### The metal 1 layer, run 1

The bar under the picture is 20 um long.
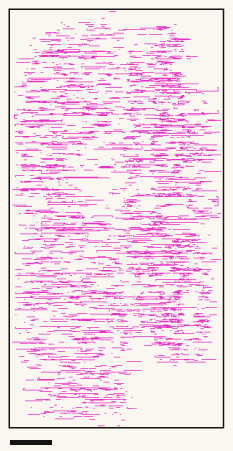
### Layout detail, run 1

The bar under the picture is 20 um long. Region (25, 113) to (75, 163) um. Cells in gray, sequential cells in the stronger gray; small squares are vias.
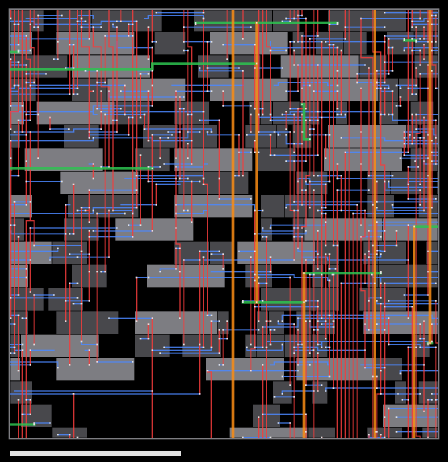
### I/O pins on the die edge, run 1

The bar under the picture is 20 um long. Pins as bars across the die edge, other pins in gray.
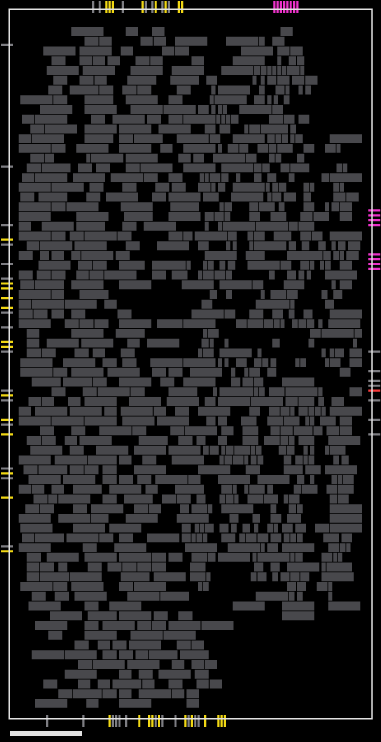
--- config.mk ---
export PLATFORM = sky130hd
export DESIGN_NAME = fifo_rd_drain_flat
export DESIGN_NICKNAME = d
export VERILOG_FILES = /design/src/rtl/fifo_rd_pkg.sv /design/src/rtl/fifo_rd_drain_if.sv /design/src/rtl/fifo_rd_drain_chk.sv /design/src/rtl/sync_skid_fifo.sv /design/src/rtl/fifo_rd_drain.sv /design/src/flat_wrapper.sv
export SDC_FILE = /design/constraint.sdc
export NUM_CORES = 1
export LEC_CHECK = 0
export CAP_MARGIN = 10
export CORE_ASPECT_RATIO = 2
export CORE_MARGIN = 2
export CORE_UTILIZATION = 50
export CTS_CLUSTER_SIZE = 12
export DETAILED_ROUTE_END_ITERATION = 10
export GPL_ROUTABILITY_DRIVEN = 1
export HOLD_SLACK_MARGIN = 0.15
export PLACE_DENSITY = 0.75
export SLEW_MARGIN = 15
export SYNTH_ARGS = -nofsm -noshare
export SYNTH_HDL_FRONTEND = slang
export SYNTH_SLANG_ARGS = --single-unit
--- constraint.sdc ---
create_clock -name clk -period 3.6 [get_ports clk]
set_input_delay 0.72 -clock clk [delete_from_list [all_inputs] [get_ports clk]]
set_output_delay 0.72 -clock clk [all_outputs]
set_load 0.01 [all_outputs]
--- src/rtl/fifo_rd_pkg.sv ---
// Shared types and elaboration checks for the FIFO read-side drain controller.
package fifo_rd_pkg;

    typedef enum logic [1:0] {
        IDLE = 2'd0,
        RUN  = 2'd1,
        DONE = 2'd2,
        ZERO = 2'd3
    } state_e;

    // The skid buffer must absorb every read still in the pipe plus the word on display.
    function automatic bit skid_depth_ok(input int skid_depth, input int rd_lat);
        return (skid_depth >= (rd_lat + 1));
    endfunction

endpackage

--- src/rtl/fifo_rd_drain_if.sv ---
// FIFO read port plus the outgoing valid/ready stream of the drain controller.
interface fifo_rd_drain_if #(
    parameter int WIDTH = 32
);
    logic             fifo_rempty;
    logic             fifo_rinc;
    logic [WIDTH-1:0] fifo_rdata;
    logic             out_valid;
    logic             out_ready;
    logic [WIDTH-1:0] out_data;
    logic             out_last;

    modport master (
        input  fifo_rempty, fifo_rdata, out_ready,
        output fifo_rinc, out_valid, out_data, out_last
    );

    modport slave (
        output fifo_rempty, fifo_rdata, out_ready,
        input  fifo_rinc, out_valid, out_data, out_last
    );
endinterface

--- src/rtl/fifo_rd_drain_chk.sv ---
// Runtime checks on the drain controller's skid buffer.
module fifo_rd_drain_chk (
    input logic clk,
    input logic rst_n,
    input logic push,
    input logic pop,
    input logic full
);
    a_no_skid_overflow: assert property (@(posedge clk) disable iff (!rst_n)
        !(push && full && !pop));
endmodule

--- src/rtl/sync_skid_fifo.sv ---
// Small single-clock register FIFO; absorbs words returning from the read pipe.
module sync_skid_fifo #(
    parameter int WIDTH = 32,
    parameter int DEPTH = 4
) (
    input  logic                       clk,
    input  logic                       rst_n,
    input  logic                       push,
    input  logic [WIDTH-1:0]           push_data,
    input  logic                       pop,
    output logic [WIDTH-1:0]           head_data,
    output logic [$clog2(DEPTH+1)-1:0] count,
    output logic                       empty,
    output logic                       full
);
    localparam int PTR_W = (DEPTH > 1) ? $clog2(DEPTH) : 1;
    localparam int CNT_W = $clog2(DEPTH + 1);

    logic [WIDTH-1:0] mem_r [DEPTH];
    logic [PTR_W-1:0] wr_ptr_r;
    logic [PTR_W-1:0] rd_ptr_r;
    logic [CNT_W-1:0] count_r;
    logic             do_push_s;
    logic             do_pop_s;

    function automatic logic [PTR_W-1:0] next_ptr(input logic [PTR_W-1:0] ptr);
        return (ptr == PTR_W'(DEPTH - 1)) ? '0 : (ptr + PTR_W'(1));
    endfunction

    // A pop in the same cycle frees the slot, so a push into a full buffer is legal then.
    assign do_pop_s  = pop && !empty;
    assign do_push_s = push && (!full || do_pop_s);

    assign head_data = mem_r[rd_ptr_r];
    assign count     = count_r;
    assign empty     = (count_r == CNT_W'(0));
    assign full      = (count_r == CNT_W'(DEPTH));

    // Storage array and wrap-around pointers
    always_ff @(posedge clk or negedge rst_n) begin
        if (!rst_n) begin
            for (int i = 0; i < DEPTH; i++) begin
                mem_r[i] <= '0;
            end
            wr_ptr_r <= '0;
            rd_ptr_r <= '0;
        end else begin
            if (do_push_s) begin
                mem_r[wr_ptr_r] <= push_data;
                wr_ptr_r        <= next_ptr(wr_ptr_r);
            end
            if (do_pop_s) begin
                rd_ptr_r <= next_ptr(rd_ptr_r);
            end
        end
    end

    // Occupancy count
    always_ff @(posedge clk or negedge rst_n) begin
        if (!rst_n) begin
            count_r <= '0;
        end else begin
            case ({do_push_s, do_pop_s})
                2'b10:   count_r <= count_r + CNT_W'(1);
                2'b01:   count_r <= count_r - CNT_W'(1);
                default: count_r <= count_r;
            endcase
        end
    end

endmodule

--- src/rtl/fifo_rd_drain.sv ---
// Read-side drain controller: pulls len words out of the async FIFO and re-emits them
// as a valid/ready packet with an end-of-packet marker.
module fifo_rd_drain
    import fifo_rd_pkg::*;
#(
    parameter int WIDTH      = 32,
    parameter int RD_LAT     = 2,
    parameter int SKID_DEPTH = 4,
    parameter int LEN_W      = 16
) (
    input  logic             clk,
    input  logic             rst_n,
    fifo_rd_drain_if.master  bus,
    input  logic             start,
    input  logic [LEN_W-1:0] len,
    output logic             busy,
    output logic             done
);
    localparam int SKID_CW = $clog2(SKID_DEPTH + 1);
    localparam int IFL_W   = $clog2(RD_LAT + 1);

    if (!skid_depth_ok(SKID_DEPTH, RD_LAT)) begin : g_bad_skid_depth
        $error("fifo_rd_drain: SKID_DEPTH must be at least RD_LAT+1");
    end

    state_e             state_r;
    state_e             state_s;
    logic [LEN_W-1:0]   len_q_r;
    logic [LEN_W-1:0]   issue_cnt_r;
    logic [LEN_W-1:0]   emit_cnt_r;
    logic [RD_LAT-1:0]  pipe_r;
    logic [IFL_W-1:0]   inflight_cnt_r;
    logic [SKID_CW-1:0] skid_cnt_s;
    logic               skid_empty_s;
    logic               skid_full_s;
    logic               tap_s;
    logic               handshake_s;
    logic               is_last_s;
    logic               credit_ok_s;

    assign tap_s       = pipe_r[RD_LAT-1];
    assign handshake_s = bus.out_valid && bus.out_ready;
    assign is_last_s   = (emit_cnt_r == (len_q_r - LEN_W'(1)));
    assign credit_ok_s = (int'(skid_cnt_s) + int'(inflight_cnt_r)) < SKID_DEPTH;

    assign bus.fifo_rinc = (state_r == RUN) && !bus.fifo_rempty &&
                           (issue_cnt_r < len_q_r) && credit_ok_s;
    assign bus.out_valid = !skid_empty_s;
    assign bus.out_last  = bus.out_valid && is_last_s;
    assign busy          = (state_r == RUN);
    assign done          = (state_r == DONE) || (state_r == ZERO);

    // State register
    always_ff @(posedge clk or negedge rst_n) begin
        if (!rst_n) begin
            state_r <= IDLE;
        end else begin
            state_r <= state_s;
        end
    end

    // Next-state decode; start is only honoured in IDLE
    always_comb begin
        state_s = state_r;
        case (state_r)
            IDLE: begin
                if (start) begin
                    if (len != '0) begin
                        state_s = RUN;
                    end else begin
                        state_s = ZERO;
                    end
                end else begin
                    state_s = IDLE;
                end
            end
            RUN: begin
                if (handshake_s && is_last_s) begin
                    state_s = DONE;
                end else begin
                    state_s = RUN;
                end
            end
            DONE:    state_s = IDLE;
            ZERO:    state_s = IDLE;
            default: state_s = IDLE;
        endcase
    end

    // Packet length capture and issue/emit counters
    always_ff @(posedge clk or negedge rst_n) begin
        if (!rst_n) begin
            len_q_r     <= '0;
            issue_cnt_r <= '0;
            emit_cnt_r  <= '0;
        end else if ((state_r == IDLE) && start) begin
            len_q_r     <= len;
            issue_cnt_r <= '0;
            emit_cnt_r  <= '0;
        end else begin
            if (bus.fifo_rinc) begin
                issue_cnt_r <= issue_cnt_r + LEN_W'(1);
            end
            if (handshake_s) begin
                emit_cnt_r <= emit_cnt_r + LEN_W'(1);
            end
        end
    end

    // Read-latency pipe: the tap bit marks the cycle fifo_rdata holds a requested word
    always_ff @(posedge clk or negedge rst_n) begin
        if (!rst_n) begin
            pipe_r         <= '0;
            inflight_cnt_r <= '0;
        end else begin
            pipe_r[0] <= bus.fifo_rinc;
            for (int i = 1; i < RD_LAT; i++) begin
                pipe_r[i] <= pipe_r[i-1];
            end
            case ({bus.fifo_rinc, tap_s})
                2'b10:   inflight_cnt_r <= inflight_cnt_r + IFL_W'(1);
                2'b01:   inflight_cnt_r <= inflight_cnt_r - IFL_W'(1);
                default: inflight_cnt_r <= inflight_cnt_r;
            endcase
        end
    end

    sync_skid_fifo #(
        .WIDTH (WIDTH),
        .DEPTH (SKID_DEPTH)
    ) u_skid (
        .clk       (clk),
        .rst_n     (rst_n),
        .push      (tap_s),
        .push_data (bus.fifo_rdata),
        .pop       (handshake_s),
        .head_data (bus.out_data),
        .count     (skid_cnt_s),
        .empty     (skid_empty_s),
        .full      (skid_full_s)
    );

    fifo_rd_drain_chk u_chk (
        .clk   (clk),
        .rst_n (rst_n),
        .push  (tap_s),
        .pop   (handshake_s),
        .full  (skid_full_s)
    );

endmodule

--- src/flat_wrapper.sv ---
// flat-port wrapper written by rule: the top's interface ports become plain ports
module fifo_rd_drain_flat import fifo_rd_pkg::*;
#(
    parameter int WIDTH      = 32,
    parameter int RD_LAT     = 2,
    parameter int SKID_DEPTH = 4,
    parameter int LEN_W      = 16
)
  (clk, rst_n, start, len, busy, done, bus_fifo_rempty, bus_fifo_rdata, bus_out_ready, bus_fifo_rinc, bus_out_valid, bus_out_data, bus_out_last);
  fifo_rd_drain_if #(.WIDTH(WIDTH)) bus_i ();
  input  logic clk;
  input  logic rst_n;
  input  logic start;
  input  logic [LEN_W-1:0] len;
  output logic busy;
  output logic done;
  input wire logic [$bits(bus_i.fifo_rempty)-1:0] bus_fifo_rempty;
  input wire logic [$bits(bus_i.fifo_rdata)-1:0] bus_fifo_rdata;
  input wire logic [$bits(bus_i.out_ready)-1:0] bus_out_ready;
  output wire logic [$bits(bus_i.fifo_rinc)-1:0] bus_fifo_rinc;
  output wire logic [$bits(bus_i.out_valid)-1:0] bus_out_valid;
  output wire logic [$bits(bus_i.out_data)-1:0] bus_out_data;
  output wire logic [$bits(bus_i.out_last)-1:0] bus_out_last;
  assign bus_i.fifo_rempty = bus_fifo_rempty;
  assign bus_i.fifo_rdata = bus_fifo_rdata;
  assign bus_i.out_ready = bus_out_ready;
  assign bus_fifo_rinc = bus_i.fifo_rinc;
  assign bus_out_valid = bus_i.out_valid;
  assign bus_out_data = bus_i.out_data;
  assign bus_out_last = bus_i.out_last;
  fifo_rd_drain #(.WIDTH(WIDTH), .RD_LAT(RD_LAT), .SKID_DEPTH(SKID_DEPTH), .LEN_W(LEN_W)) u_core (.clk(clk), .rst_n(rst_n), .bus(bus_i), .start(start), .len(len), .busy(busy), .done(done));
endmodule
==> qor.log, run 1 <==
qor: finish.num-nets-final 908
qor: timing.setup_repair_after_global_routing_missed_its_margin true
qor: cts.postCtsSetupBuffers 1
qor: setup_path.cp_slowest_cell dfrtp_1
qor: synth.synth.yosys.num_cells 737
qor: cts.h-tree-depth 4
qor: global_routing.antenna_violations_before_repair 1
qor: synth.postSynthRegisterBits 189
qor: timing.finalCritPeriodShare 96.8%
qor: global_routing.grt_pass1_vias 7,081
qor: synth.synth.distinct_cells 62
qor: global_routing.grt_util_all_layers 24.2%
qor: finish.area_growth_syn_to_layout 18.9%
qor: route.number_of_antenna_violating_nets_in_the_routed_design 0
qor: power_and_ir_drop.largest_vdd_supply_drop 0.573 mV
qor: synth.count_of_library_flops_with_an_enable_pin 0
qor: power_and_ir_drop.total_leakage_power 4.77 nW
qor: synth.syn-instance-count 737
qor: route.routed-via-count 6,344
qor: synth.syn-mean-instance-area 12.7 um2
qor: job.stage_log_warning_count 30
qor: route.via_per_inst 6.00
qor: placed_design.placed_cells_incl_taps 1,024
qor: synth.top_cell_area_share 50.4%
qor: setup_path.worst-r2r-cell-count 7
qor: timing.postLayoutSetupSlackWorst 0.114 ns
qor: placed_design.placement_setup_slack 0.232 ns
qor: finish.layout.cells.most_common dfrtp_1
qor: synth.synthTopCellsByCount dfrtp_1 (189), mux2_2 (130), nand2_1 (48)
qor: setup_path.ws_path_type flip-flop to output pin
qor: global_routing.global_route_wire_length_before_repair 36,400 um
qor: cts.cts-root-buf clkbuf_16
qor: synth.area_leaders dfrtp_1 (50%), mux2_2 (16%), mux4_2 (7.7%)
qor: cts.cts_buffer_depth 2
qor: cts.insertion_delay 0.44 ns
qor: setup_path.critical_path.max_stage_delay 0.50 ns
qor: cts.postCtsHoldBufs 0
qor: power_and_ir_drop.p_per_area 860 nW/um2
qor: cts.cts.sink_count 189
qor: synth.post_synth_fa_ha_maj_area_fraction 3.68%
qor: cts.ctsResizeCount 7
qor: route.post-route-drc-count 0
qor: placed_design.gp_congestion 0.916
qor: route.first_drt_pass_iteration_count 5
qor: floorplanning.floorplan.initialDensity 51.3%
qor: timing.worst_pin_slew 0.784 ns
qor: finish.seqCellArea 4730 um2
qor: synth.ys.warnings.count 0
qor: finish.logic_area 4450 um2
qor: setup_path.cp_num_cells 7
qor: global_routing.grt_start_max_net_pins 85
qor: floorplanning.area_of_the_core 18,300 um2
qor: synth.ys_seq_share 50.4%
qor: route.dr.first_iter.drc_count 227
qor: route.wl_per_cell 21.5 um
qor: setup_path.cp_max_fo 9
qor: timing.finalWorstPathRequiredPeriod 3.49 ns
qor: synth.syn-num-nets 817
qor: finish.final_cell_mix dfrtp_1 (186), mux2_2 (130), clkdlybuf4s50_1 (86), nand2_1 (48), mux4_2 (32)
qor: floorplanning.placement_rows 70
qor: synth.synthesis.area 9390 um2
qor: cts.worst_setup_hold_path_clk_slew 0.07 ns
qor: floorplanning.boundaryPins 90
qor: run_status.run_status finished, final reports clean
qor: setup_path.top_cell_family_by_delay_on_the_critical_path simple AND/OR/NAND/NOR gates
qor: job.maxCapViolations 0
qor: synth.synth_async_sr_flop_share 100%
qor: synth.synth_compound_gate_area_share 6.61%
qor: timing.maxSlewHeadroom 47.7%
qor: synth.ff_type dfrtp_1
qor: timing.final-max-slew-violation-count 0
qor: cts.cts_buffers 17
qor: floorplanning.chip_area 20,000 um2
qor: timing.clock.fmax 287 MHz
qor: setup_path.cp-end-kind output pin
## Picture notes: 'The metal 1 layer'
main direction: horizontal
wire length on this layer: 8,130 um
share of all routed wire: 36%
nets with wire on the layer: 845

## Picture notes: 'Layout detail'
legend:
  orange:
    layer: met4
  green:
    layer: met3
  red:
    layer: met2
  blue:
    layer: met1
cells with their middle in the window: 121
most frequent: dfrtp_1 (25), mux2_2 (16), nor2_1 (10)
sequential cells in the window: 27
netlist names of flops here include: u_core.u_skid.mem_r (12), u_core.emit_cnt_r (8), u_core.len_q_r (5)

## Picture notes: 'I/O pins on the die edge'
legend:
  red:
    port: busy
    pins: 1
    direction: output
    edge: east
  magenta:
    port: len
    pins: 16
    direction: input
    edge: 8 north, 8 east
  yellow:
    port: bus_out_data
    pins: 32
    direction: output
    edge: 13 west, 11 south, 8 north

-- run 1: layer usage --
layer,routed length (um),global-route usage [%]
met5,0,0
met4,1070,12.6
met3,732,4.73
met2,12800,45.7
met1,8130,24.4
-- run 1: metrics by stage --
stage	power, mW	cell area [um2]	hold slack (ns)	utilization, %
after floorplan	6.13	9390	0.331	-
after global placement	7.60	10600	0.348	57.7
after detailed placement	7.83	10600	0.346	57.7
after CTS	9.66	11100	0.289	60.8
after global routing	10.2	11200	0.316	61.0
final	9.60	11200	0.277	61.0
-- run 1: flip-flops by register name, summed over array words and instances, names as in the netlist --
register / cells
u_core.emit_cnt_r: 16
u_core.inflight_cnt_r: 2
u_core.issue_cnt_r: 16
u_core.len_q_r: 16
u_core.pipe_r: 2
u_core.state_r: 2
u_core.u_skid.count: 3
u_core.u_skid.mem_r: 128
u_core.u_skid.rd_ptr_r: 2
u_core.u_skid.wr_ptr_r: 2
-- run 1: report_power, final --
group          total (mW)  internal [mW]  leakage [nW]  switching [mW]
Sequential           3.70           3.04          2.34           0.665
Combinational        4.11           2.34          2.19            1.77
Clock                1.78          0.915         0.244           0.866
-- run 1: how the worst max path moves through the flow --
stage	startpoint	to
floorplan	u_core.len_q_r[3]	bus_out_last
global placement	u_core.len_q_r[9]	bus_fifo_rinc
detailed placement	u_core.len_q_r[9]	bus_fifo_rinc
CTS	u_core.len_q_r[0]	bus_out_last
global route	u_core.len_q_r[2]	bus_out_last
finish	u_core.len_q_r[2]	bus_out_last
-- run 1: layout make-up --
type,instances,share of cell area [%]
Sequential cell,189,42.4
Multi-Input combinational cell,484,39.8
Timing Repair Buffer,107,9.40
Clock buffer,19,3.97
Tap cell,216,2.42
Clock inverter,13,0.975
Inverter,29,0.975
Antenna cell,1,0.0224
### The clock network, run 1

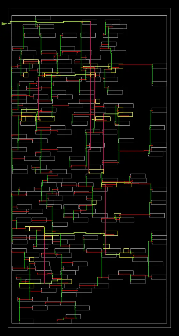

==> run 1 -> run 2 <==
--- a/config.mk
+++ b/config.mk
@@ -9,6 +9,7 @@
 export CORE_ASPECT_RATIO = 2
 export CORE_MARGIN = 2
 export CORE_UTILIZATION = 50
+export CTS_CLUSTER_DIAMETER = 200
 export CTS_CLUSTER_SIZE = 12
 export DETAILED_ROUTE_END_ITERATION = 10
 export GPL_ROUTABILITY_DRIVEN = 1
==> constraint.sdc (replaced) <==
create_clock -name clk -period 3.61 [get_ports clk]
set_input_delay 0.5415 -clock clk [delete_from_list [all_inputs] [get_ports clk]]
set_output_delay 0.5415 -clock clk [all_outputs]
set_load 0.01 [all_outputs]
### The clock network, run 2

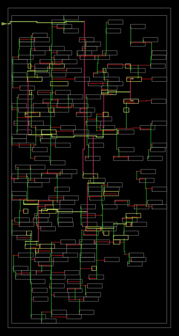
clock skew: 0.00729 ns
reported clock group power: 1.81 mW
total clock buffers created by CTS: 17

==> run 2 against run 1 <==
Net effect:
- via count is 0.47% higher
- power is 0.15% lower
- sequential share of layout area hardly changed
- synthesized cell count stayed put
- critical path type unchanged
- critical endpoint unchanged
- largest power group unchanged
- highest routed layer unchanged
==> qor.log, run 2 <==
qor: synth.postSynthRegisterBits 189 [unchanged]
qor: finish.n_all_inverters 29 [unchanged]
qor: floorplanning.die_height 198 um [unchanged]
qor: setup_path.critPathLaunchType flip-flop [unchanged]
qor: synth.syn-instance-count 737 [unchanged]
qor: power_and_ir_drop.power_frac_comb 41.8% [was 42.8%]
qor: synth.ys_seq_share 50.4% [unchanged]
qor: floorplanning.floorplan.initialDensity 51.3% [unchanged]
qor: setup_path.worstReg2RegStart u_core.len_q_r[9] [was u_core.issue_cnt_r[9]]
qor: cts.h-tree-depth 4 [unchanged]
qor: setup_path.cp_max_fo 8 [was 9]
qor: placed_design.gp_congestion 0.918 [was 0.916]
qor: timing.finalWorstPathRequiredPeriod 3.24 ns
qor: synth.area_leaders dfrtp_1 (50%), mux2_2 (16%), mux4_2 (7.7%) [unchanged]
qor: finish.seqCellArea 4740 um2 [was 4730 um2]
qor: synth.ff_type dfrtp_1 [unchanged]
qor: route.first_drt_pass_iteration_count 5 [unchanged]
qor: synth.synthTopCellsByCount dfrtp_1 (189), mux2_2 (130), nand2_1 (48) [unchanged]
qor: timing.maxSlewHeadroom 46.1% [was 47.7%]
qor: floorplanning.taps 216 [unchanged]
qor: setup_path.setup.reg_to_reg.worst_slack 0.66 ns [was 0.70 ns]
qor: setup_path.worst-r2r-cell-count 8 [was 7]
qor: cts.cts-root-buf clkbuf_16 [unchanged]
qor: floorplanning.chip_area 20,000 um2 [unchanged]
qor: cts.worst_setup_hold_path_clk_slew 0.07 ns [about the same]
qor: finish.antenna_cells_inserted 1 [unchanged]
qor: power_and_ir_drop.power_switching 3.26 mW [was 3.31 mW]
qor: cts.ctsResizeCount 7 [unchanged]
qor: job.maxCapViolations 0 [unchanged]
qor: floorplanning.placement_rows 70 [unchanged]
qor: finish.top_register u_core.u_skid.mem_r [unchanged]
qor: synth.synthesis.area 9390 um2 [unchanged]
qor: finish.layout.cells.largest_class registers [unchanged]
qor: route.wl_per_cell 21.2 um [was 21.5 um]
qor: setup_path.critical_path_required 3.07 ns [was 2.88 ns]
qor: finish.clock_cell_area_share 5.03% [was 4.94%]
qor: route.number_of_antenna_violating_nets_in_the_routed_design 0 [unchanged]
qor: route.routed-via-count 6,374 [was 6,344]
qor: floorplanning.boundaryPins 90 [unchanged]
qor: finish.largest_register_ffs 128 [unchanged]
qor: setup_path.ws_path_type flip-flop to output pin [unchanged]
qor: floorplanning.area_of_the_core 18,300 um2 [unchanged]
qor: cts.postCtsSetupBuffers 0 [was 1]
qor: setup_path.top_cell_family_by_delay_on_the_critical_path simple AND/OR/NAND/NOR gates [unchanged]
qor: global_routing.grt.overflow.total 0 [unchanged]
qor: route.post-route-drc-count 0 [unchanged]
qor: finish.nNonClkBuffers 104 [was 107]
qor: setup_path.worst-endpoint-arrival 2.70 ns [was 2.77 ns]
qor: synth.synth.distinct_cells 62 [unchanged]
qor: finish.final_layout_size_suffix_gt1_share 28.0% [was 28.3%]
qor: finish.area.share.combinational 39.8% [about the same]
qor: setup_path.cp_slowest_cell or4_4 [was dfrtp_1]
qor: setup_path.timing.critical_path.from u_core.len_q_r[3] [was u_core.len_q_r[2]]
qor: power_and_ir_drop.largest_vdd_supply_drop 0.672 mV [was 0.573 mV]
qor: cts.cts.sink_count 189 [unchanged]
qor: setup_path.terminus_of_the_critical_flop_to_flop_path u_core.issue_cnt_r[4] [was u_core.issue_cnt_r[8]]
qor: finish.logic_area 4440 um2 [was 4450 um2]
qor: synth.yosys-stat-area 9390 um2 [unchanged]
qor: synth.top_cell_area_share 50.4% [unchanged]
qor: synth.synth.yosys.num_cells 737 [unchanged]
qor: finish.nClkBuffers 18 [was 19]
qor: global_routing.global_route_wire_length_before_repair 36,100 um [was 36,400 um]
qor: route.dr.first_iter.drc_count 286 [was 227]
qor: synth.netlist.top_cell.by_area dfrtp_1 [unchanged]
qor: synth.synth_async_sr_flop_share 100% [unchanged]
qor: run_status.run_status finished, final reports clean [unchanged]
qor: finish.area_growth_syn_to_layout 18.9% [unchanged]
qor: setup_path.critical_path.max_stage_delay 0.62 ns [was 0.50 ns]
qor: placed_design.io_buffers 89 [unchanged]
qor: finish.final_cell_mix dfrtp_1 (182), mux2_2 (130), clkdlybuf4s50_1 (86), nand2_1 (48), mux4_2 (32) [was dfrtp_1 (186), mux2_2 (130), clkdlybuf4s50_1 (86), nand2_1 (48), mux4_2 (32)]
qor: synth.count_of_library_flops_with_an_enable_pin 0 [unchanged]
qor: timing.report.final.hold_viol_count 0 [unchanged]
qor: cts.insertion_delay 0.43 ns [was 0.44 ns]
qor: setup_path.worstPathCellList or4_4 -> nor4_2 -> xnor2_1 -> nand3_1 -> or2_1 -> nor3_1 -> dlymetal6s2s_1 [was nor3_2 -> nand3_1 -> a221oi_1 -> o2111ai_2 -> or2_1 -> nor3_1 -> dlygate4sd2_1]
qor: cts.cts_buffer_depth 2 [unchanged]
qor: finish.n_multi_input_combinational_cell 484 [unchanged]
qor: route.via_per_inst 6.04 [was 6.00]
qor: finish.flop_share_of_the_area 42.5% [was 42.4%]
qor: placed_design.hpwlAfterDp 15,700 um [was 16,100 um]
qor: timing.worst_pin_slew 0.807 ns [was 0.784 ns]
qor: timing.final-setup-viol-count 0 [unchanged]
qor: synth.yosys.cell_count.top_type dfrtp_1 [unchanged]
qor: synth.ys.warnings.count 0 [unchanged]
qor: finish.layout.sequential_cells 189 [unchanged]
qor: timing.clock.fmax 309 MHz
qor: timing.final-max-slew-violation-count 0 [unchanged]
qor: route.wl 22,400 um [was 22,800 um]
qor: power_and_ir_drop.switching_share_of_power 34.1% [was 34.4%]
qor: floorplanning.die_w 101 um [unchanged]
qor: synth.syn-mean-instance-area 12.7 um2 [unchanged]
qor: finish.num-nets-final 905 [was 908]
qor: finish.stdcell_area 11,200 um2 [unchanged]
qor: power_and_ir_drop.seqPwrFrac 39.3% [was 38.6%]
qor: finish.final_layout_non_clock_buffer_area_share 9.29% [was 9.40%]
qor: job.stage_log_warning_count 29 [was 30]
qor: global_routing.grt_start_max_net_pins 92 [was 85]
qor: power_and_ir_drop.cellInternalPower 6.32 mW [was 6.29 mW]
qor: finish.layout.cells.most_common dfrtp_1 [unchanged]
qor: power_and_ir_drop.p_clk_share 18.9% [was 18.6%]
qor: synth.syn-num-nets 817 [unchanged]
qor: timing.finalCritPeriodShare 89.7%
qor: global_routing.grt_pass1_vias 7,075 [was 7,081]
qor: timing.setup_repair_after_global_routing_missed_its_margin false [was true]
qor: cts.postCtsHoldBufs 1 [was 0]
qor: global_routing.grt_util_all_layers 23.5% [was 24.2%]
qor: global_routing.antenna_violations_before_repair 1 [unchanged]
qor: power_and_ir_drop.p_per_area 858 nW/um2 [was 860 nW/um2]
qor: power_and_ir_drop.total_leakage_power 4.80 nW [was 4.77 nW]
qor: placed_design.dpl-instance-area 10,500 um2 [was 10,600 um2]
qor: setup_path.cp-end-kind output pin [unchanged]
### Layout detail, run 2

The bar under the picture is 20 um long. Region (25, 113) to (75, 163) um. Cells in gray, sequential cells in the stronger gray; small squares are vias.
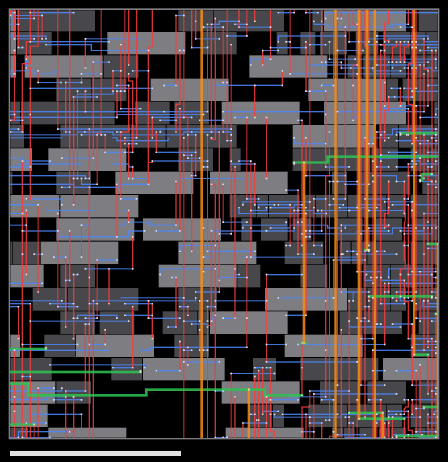
legend:
  green:
    layer: met3
  orange:
    layer: met4
  blue:
    layer: met1
  red:
    layer: met2
cells with their middle in the window: 128
most frequent: dfrtp_1 (21), mux2_2 (18), ha_1 (8)
netlist names of flops here include: u_core.u_skid.mem_r (13), u_core.len_q_r (7), u_core.emit_cnt_r (4)
sequential cells in the window: 27

==> run 2: worst max path at each step <==
stage / to / slack [ns] / cells after the start
detailed placement: bus_out_last / 0.36 / 9
global route: bus_fifo_rinc / 0.22 / 9
global placement: bus_fifo_rinc / 0.36 / 9
floorplan: bus_out_last / 0.95 / 7
CTS: bus_out_last / 0.0006 / 7
finish: bus_out_last / 0.37 / 7
==> run 2: power groups by stage <==
stage	Clock, mW	Combinational (mW)	Sequential [mW]
after floorplan	0	2.66	3.45
after global placement	0	3.83	3.64
after detailed placement	0	3.98	3.77
after CTS	1.85	4.02	3.75
after global routing	1.93	4.32	3.88
final	1.81	4.01	3.77
==> run 2: kinds of logic (layout without fill, tap and decap cells) <==
kind of cell	count (synthesis)	count (layout)	share of synthesized area, %
adders and majority gates	27	27	3.68
other	0	1	0
DFF	189	189	50.4
buffers and inverters	64	165	2.68
xor gates and xnor gates	36	36	3.36
muxes	165	165	23.6
and+or+nand+nor	167	167	9.70
AOI/OAI and AO/OA	89	89	6.61
==> run 2: metal layers <==
metal | vias up | part of all wire, % | global-route usage [%]
met2 | 178 | 56 | 43.3
met4 | 0 | 4.9 | 13.3
met3 | 60 | 3.7 | 4.34
li1 | 2886 | - | -
met5 | - | 0 | 0
met1 | 3250 | 35 | 24.4
==> run 2: per-stage QoR <==
step | instances | worst slack, ns | hold slack (ns) | utilization, % | total power [mW]
finish | 1055 | 0.371 | 0.370 | 61.0 | 9.58
global placement | 1017 | 0.364 | 0.346 | 57.4 | 7.48
floorplan | 737 | 0.954 | 0.246 | - | 6.11
detailed placement | 1017 | 0.362 | 0.350 | 57.4 | 7.76
global route | 1055 | 0.221 | 0.380 | 61.0 | 10.1
CTS | 1050 | 0.000553 | 0.375 | 60.7 | 9.62
### I/O pins on the die edge, run 2

The bar under the picture is 20 um long. Pins as bars across the die edge, other pins in gray.
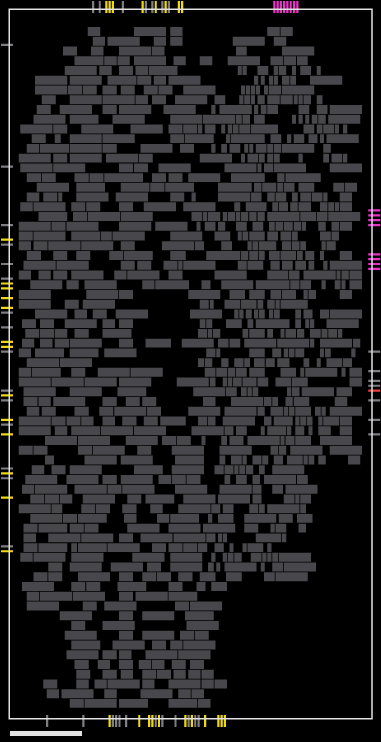

==> run 2 -> run 3 <==
--- a/config.mk
+++ b/config.mk
@@ -6,15 +6,16 @@
 export NUM_CORES = 1
 export LEC_CHECK = 0
 export CAP_MARGIN = 10
+export CELL_PAD_IN_SITES_DETAIL_PLACEMENT = 1
+export CELL_PAD_IN_SITES_GLOBAL_PLACEMENT = 1
 export CORE_ASPECT_RATIO = 2
 export CORE_MARGIN = 2
-export CORE_UTILIZATION = 50
+export CORE_UTILIZATION = 47
 export CTS_CLUSTER_DIAMETER = 200
 export CTS_CLUSTER_SIZE = 12
 export DETAILED_ROUTE_END_ITERATION = 10
 export GPL_ROUTABILITY_DRIVEN = 1
-export HOLD_SLACK_MARGIN = 0.15
-export PLACE_DENSITY = 0.75
+export PLACE_DENSITY = 0.84
 export SLEW_MARGIN = 15
 export SYNTH_ARGS = -nofsm -noshare
 export SYNTH_HDL_FRONTEND = slang
### I/O pins on the die edge, run 3

The bar under the picture is 20 um long. Pins as bars across the die edge, other pins in gray.
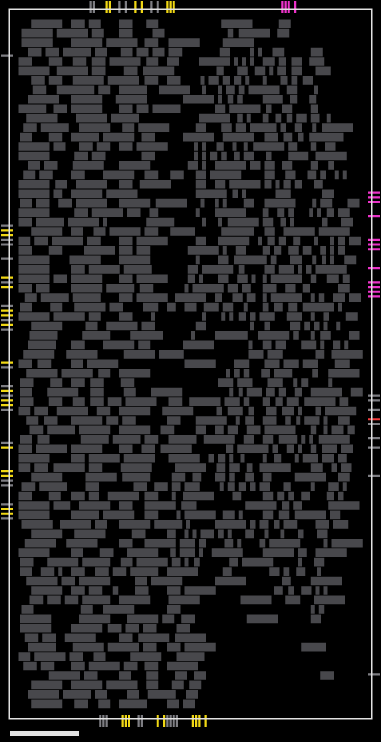
legend:
  magenta:
    port: len
    pins: 16
    direction: input
    edge: 12 east, 4 north
  red:
    port: busy
    pins: 1
    direction: output
    edge: east
  yellow:
    port: bus_out_data
    pins: 32
    direction: output
    edge: 16 west, 9 south, 7 north
all pins by edge: 34 west, 21 east, 18 south, 17 north

==> run 3 against run 2 <==
Net effect:
- sequential share of layout area decreased by 0.20 points
- sequential power is essentially flat
- final cell count increased by 4.3%
- non-clock buffer count did not move
- combinational power increased by 4%
- wire length up 17%
- largest cell class unchanged
- critical path type unchanged
- core utilization fell by 4.2 points
- sequential cell count is the same
- setup slack worse by 0.17 ns
- first-iteration DRC count fell by 39%
- power rose by 2.7%
==> qor.log, run 3 <==
qor: run_status.run_status finished, final reports clean [unchanged]
qor: floorplanning.die_height 204 um [was 198 um]
qor: setup_path.worst_setup_path_end bus_out_last [unchanged]
qor: power_and_ir_drop.switching_share_of_power 35.5% [was 34.1%]
qor: floorplanning.boundaryPins 90 [unchanged]
qor: route.via_per_inst 5.91 [was 6.04]
qor: route.wl_per_cell 23.9 um [was 21.2 um]
qor: cts.cts.sink_count 189 [unchanged]
qor: setup_path.cp-end-kind output pin [unchanged]
qor: setup_path.worst-r2r-cell-count 7 [was 8]
qor: synth.synthTopCellsByCount dfrtp_1 (189), mux2_2 (130), nand2_1 (48) [unchanged]
qor: timing.finalWorstPathRequiredPeriod 3.41 ns [was 3.24 ns]
qor: finish.num-nets-final 905 [unchanged]
qor: finish.layout.cells.most_common dfrtp_1 [unchanged]
qor: finish.seqCellArea 4730 um2 [was 4740 um2]
qor: power_and_ir_drop.p_per_area 878 nW/um2 [was 858 nW/um2]
qor: placed_design.gp_congestion 0.869 [was 0.918]
qor: power_and_ir_drop.sequentialPower 3.79 mW [was 3.77 mW]
qor: synth.synth.yosys.num_cells 737 [unchanged]
qor: power_and_ir_drop.power-top-group combinational logic [unchanged]
qor: power_and_ir_drop.clock_net_power 1.88 mW [was 1.81 mW]
qor: floorplanning.placement_rows 73 [was 70]
qor: finish.antenna_cells_inserted 0 [was 1]
qor: placed_design.dpl-instance-area 10,600 um2 [was 10,500 um2]
qor: synth.netlist.top_cell.by_area dfrtp_1 [unchanged]
qor: placed_design.hpwlAfterDp 18,300 um [was 15,700 um]
qor: global_routing.grt_util_all_layers 26.0% [was 23.5%]
qor: synth.top_cell_area_share 50.4% [unchanged]
qor: synth.area_leaders dfrtp_1 (50%), mux2_2 (16%), mux4_2 (7.7%) [unchanged]
qor: synth.syn-instance-count 737 [unchanged]
qor: timing.setup_repair_after_global_routing_missed_its_margin false [unchanged]
qor: timing.clock.fmax 293 MHz [was 309 MHz]
qor: cts.cts_buffer_depth 2 [unchanged]
qor: floorplanning.floorplan.initialDensity 47.6% [was 51.3%]
qor: floorplanning.area_of_the_core 19,700 um2 [was 18,300 um2]
qor: route.routed-via-count 6,503 [was 6,374]
qor: finish.final_util 56.8% [was 61.0%]
qor: timing.worst_pin_slew 0.859 ns [was 0.807 ns]
qor: timing.final.setup_skew 0.0103 ns [was 0.00729 ns]
qor: finish.logic_area 4420 um2 [was 4440 um2]
qor: floorplanning.die_w 104 um [was 101 um]
qor: synth.synthesis.area 9390 um2 [unchanged]
qor: cts.worst_setup_hold_path_clk_slew 0.08 ns [was 0.07 ns]
qor: global_routing.grt.overflow.total 0 [unchanged]
qor: finish.final_layout_size_suffix_gt1_share 27.7% [was 28.0%]
qor: power_and_ir_drop.power_frac_comb 42.4% [was 41.8%]
qor: synth.ys.warnings.count 0 [unchanged]
qor: synth.ff_type dfrtp_1 [unchanged]
qor: floorplanning.chip_area 21,200 um2 [was 20,000 um2]
qor: route.wl 26,300 um [was 22,400 um]
qor: power_and_ir_drop.power_switching 3.50 mW [was 3.26 mW]
qor: global_routing.global_route_wire_length_before_repair 41,900 um [was 36,100 um]
qor: synth.yosys-stat-area 9390 um2 [unchanged]
qor: cts.cts_buffers 17 [unchanged]
qor: synth.ys_seq_share 50.4% [unchanged]
qor: route.number_of_antenna_violating_nets_in_the_routed_design 0 [unchanged]
qor: job.stage_log_warning_count 30 [was 29]
qor: timing.report.final.hold_viol_count 0 [unchanged]
qor: route.post-route-drc-count 0 [unchanged]
qor: power_and_ir_drop.largest_vdd_supply_drop 0.524 mV [was 0.672 mV]
qor: finish.stdcell_area 11,200 um2 [about the same]
qor: timing.final-max-slew-violation-count 0 [unchanged]
qor: synth.synth_async_sr_flop_share 100% [unchanged]
qor: synth.postSynthRegisterBits 189 [unchanged]
qor: synth.synth.distinct_cells 62 [unchanged]
qor: power_and_ir_drop.cellInternalPower 6.35 mW [was 6.32 mW]
qor: setup_path.worst-endpoint-arrival 2.87 ns [was 2.70 ns]
qor: setup_path.timing.critical_path.from u_core.len_q_r[3] [unchanged]
qor: global_routing.antenna_violations_before_repair 0 [was 1]
qor: route.dr.first_iter.drc_count 174 [was 286]
qor: power_and_ir_drop.p_clk_share 19.1% [was 18.9%]
qor: finish.top_register u_core.u_skid.mem_r [unchanged]
qor: finish.largest_register_ffs 128 [unchanged]
qor: synth.yosys.cell_count.top_type dfrtp_1 [unchanged]
qor: cts.insertion_delay 0.45 ns [was 0.43 ns]
qor: timing.final-setup-viol-count 0 [unchanged]
qor: synth.syn-mean-instance-area 12.7 um2 [unchanged]
qor: global_routing.grt_start_max_net_pins 87 [was 92]
qor: setup_path.setup.reg_to_reg.worst_slack 0.66 ns [about the same]
qor: route.first_drt_pass_iteration_count 4 [was 5]
qor: placed_design.io_buffers 89 [unchanged]
qor: setup_path.critPathLaunchType flip-flop [unchanged]
qor: cts.cts-root-buf clkbuf_16 [unchanged]
qor: setup_path.ws_path_type flip-flop to output pin [unchanged]
qor: synth.syn-num-nets 817 [unchanged]
qor: cts.h-tree-depth 4 [unchanged]
qor: setup_path.cp_max_fo 8 [unchanged]
qor: power_and_ir_drop.total_leakage_power 4.79 nW [was 4.80 nW]
qor: setup_path.terminus_of_the_critical_flop_to_flop_path u_core.issue_cnt_r[12] [was u_core.issue_cnt_r[4]]
### Layout detail, run 3

The bar under the picture is 20 um long. Region (27, 118) to (77, 168) um. Cells in gray, sequential cells in the stronger gray; small squares are vias.
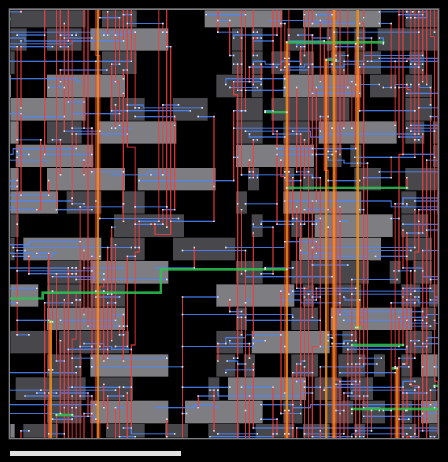
legend:
  red:
    layer: met2
  blue:
    layer: met1
  green:
    layer: met3
  orange:
    layer: met4
most frequent: dfrtp_1 (24), mux2_2 (15), nor2_1 (11)
sequential cells in the window: 26
cells with their middle in the window: 119
netlist names of flops here include: u_core.u_skid.mem_r (12), u_core.emit_cnt_r (8), u_core.len_q_r (5)

## run 3: cell counts after synthesis
No cell type changed its count.
## run 3: cell type report
class,instances,share of cell area [%]
clock buffers,20,3.99
clock inverters,12,1.19
well taps,262,2.93
inverters,29,0.971
flip-flops and latches,189,42.3
repair buffers,104,9.20
multi-input cells,484,39.5
## run 3: worst max-delay path, cell delays in order, from the launching register on
cell,delay (ns)
dfrtp_2,0.48
or4_4,0.62
nor4_2,0.28
xnor2_1,0.16
nand3_1,0.10
or2_1,0.27
nor3_1,0.21
dlygate4sd2_1,0.30
## run 3: logic make-up after synthesis
logic type      count (synthesis)  share of synthesized area, %
simple gates                  167                          9.70
xor+xnor                       36                          3.36
fa+ha+maj                      27                          3.68
compound gates                 89                          6.61
mux                           165                          23.6
flops                         189                          50.4
buf+inv                        64                          2.68
## run 3: metrics by stage
stage / std cells / setup TNS (ns) / setup slack (ns) / power [mW] / hold WS [ns]
after floorplan: 737 / 0 / 0.954 / 6.11 / 0.246
after global placement: 1065 / 0 / 0.370 / 7.58 / 0.349
after detailed placement: 1065 / 0 / 0.229 / 7.92 / 0.367
after CTS: 1097 / -0.0454 / -0.0454 / 9.90 / 0.199
after global routing: 1100 / 0 / 0.0525 / 10.4 / 0.231
final: 1100 / 0 / 0.202 / 9.84 / 0.170
## run 3: layer usage
layer,track usage [%],vias up,share of wire [%]
li1,-,2875,-
met1,25.5,3366,34
met2,50.2,180,57
met3,5.04,82,3.6
met4,14.6,0,5.3
met5,0,-,0
## run 3: what timing repair did
action / 4_1_cts / 5_1_grt
setup buffers: 0 / 3
resized: 7 / 1
pin swaps: 1 / 2
endpoints found under the setup margin: 2 / 1
hold buffers: 0 / 0
Power figures rest on the tool's default switching activity, not on a simulated workload.
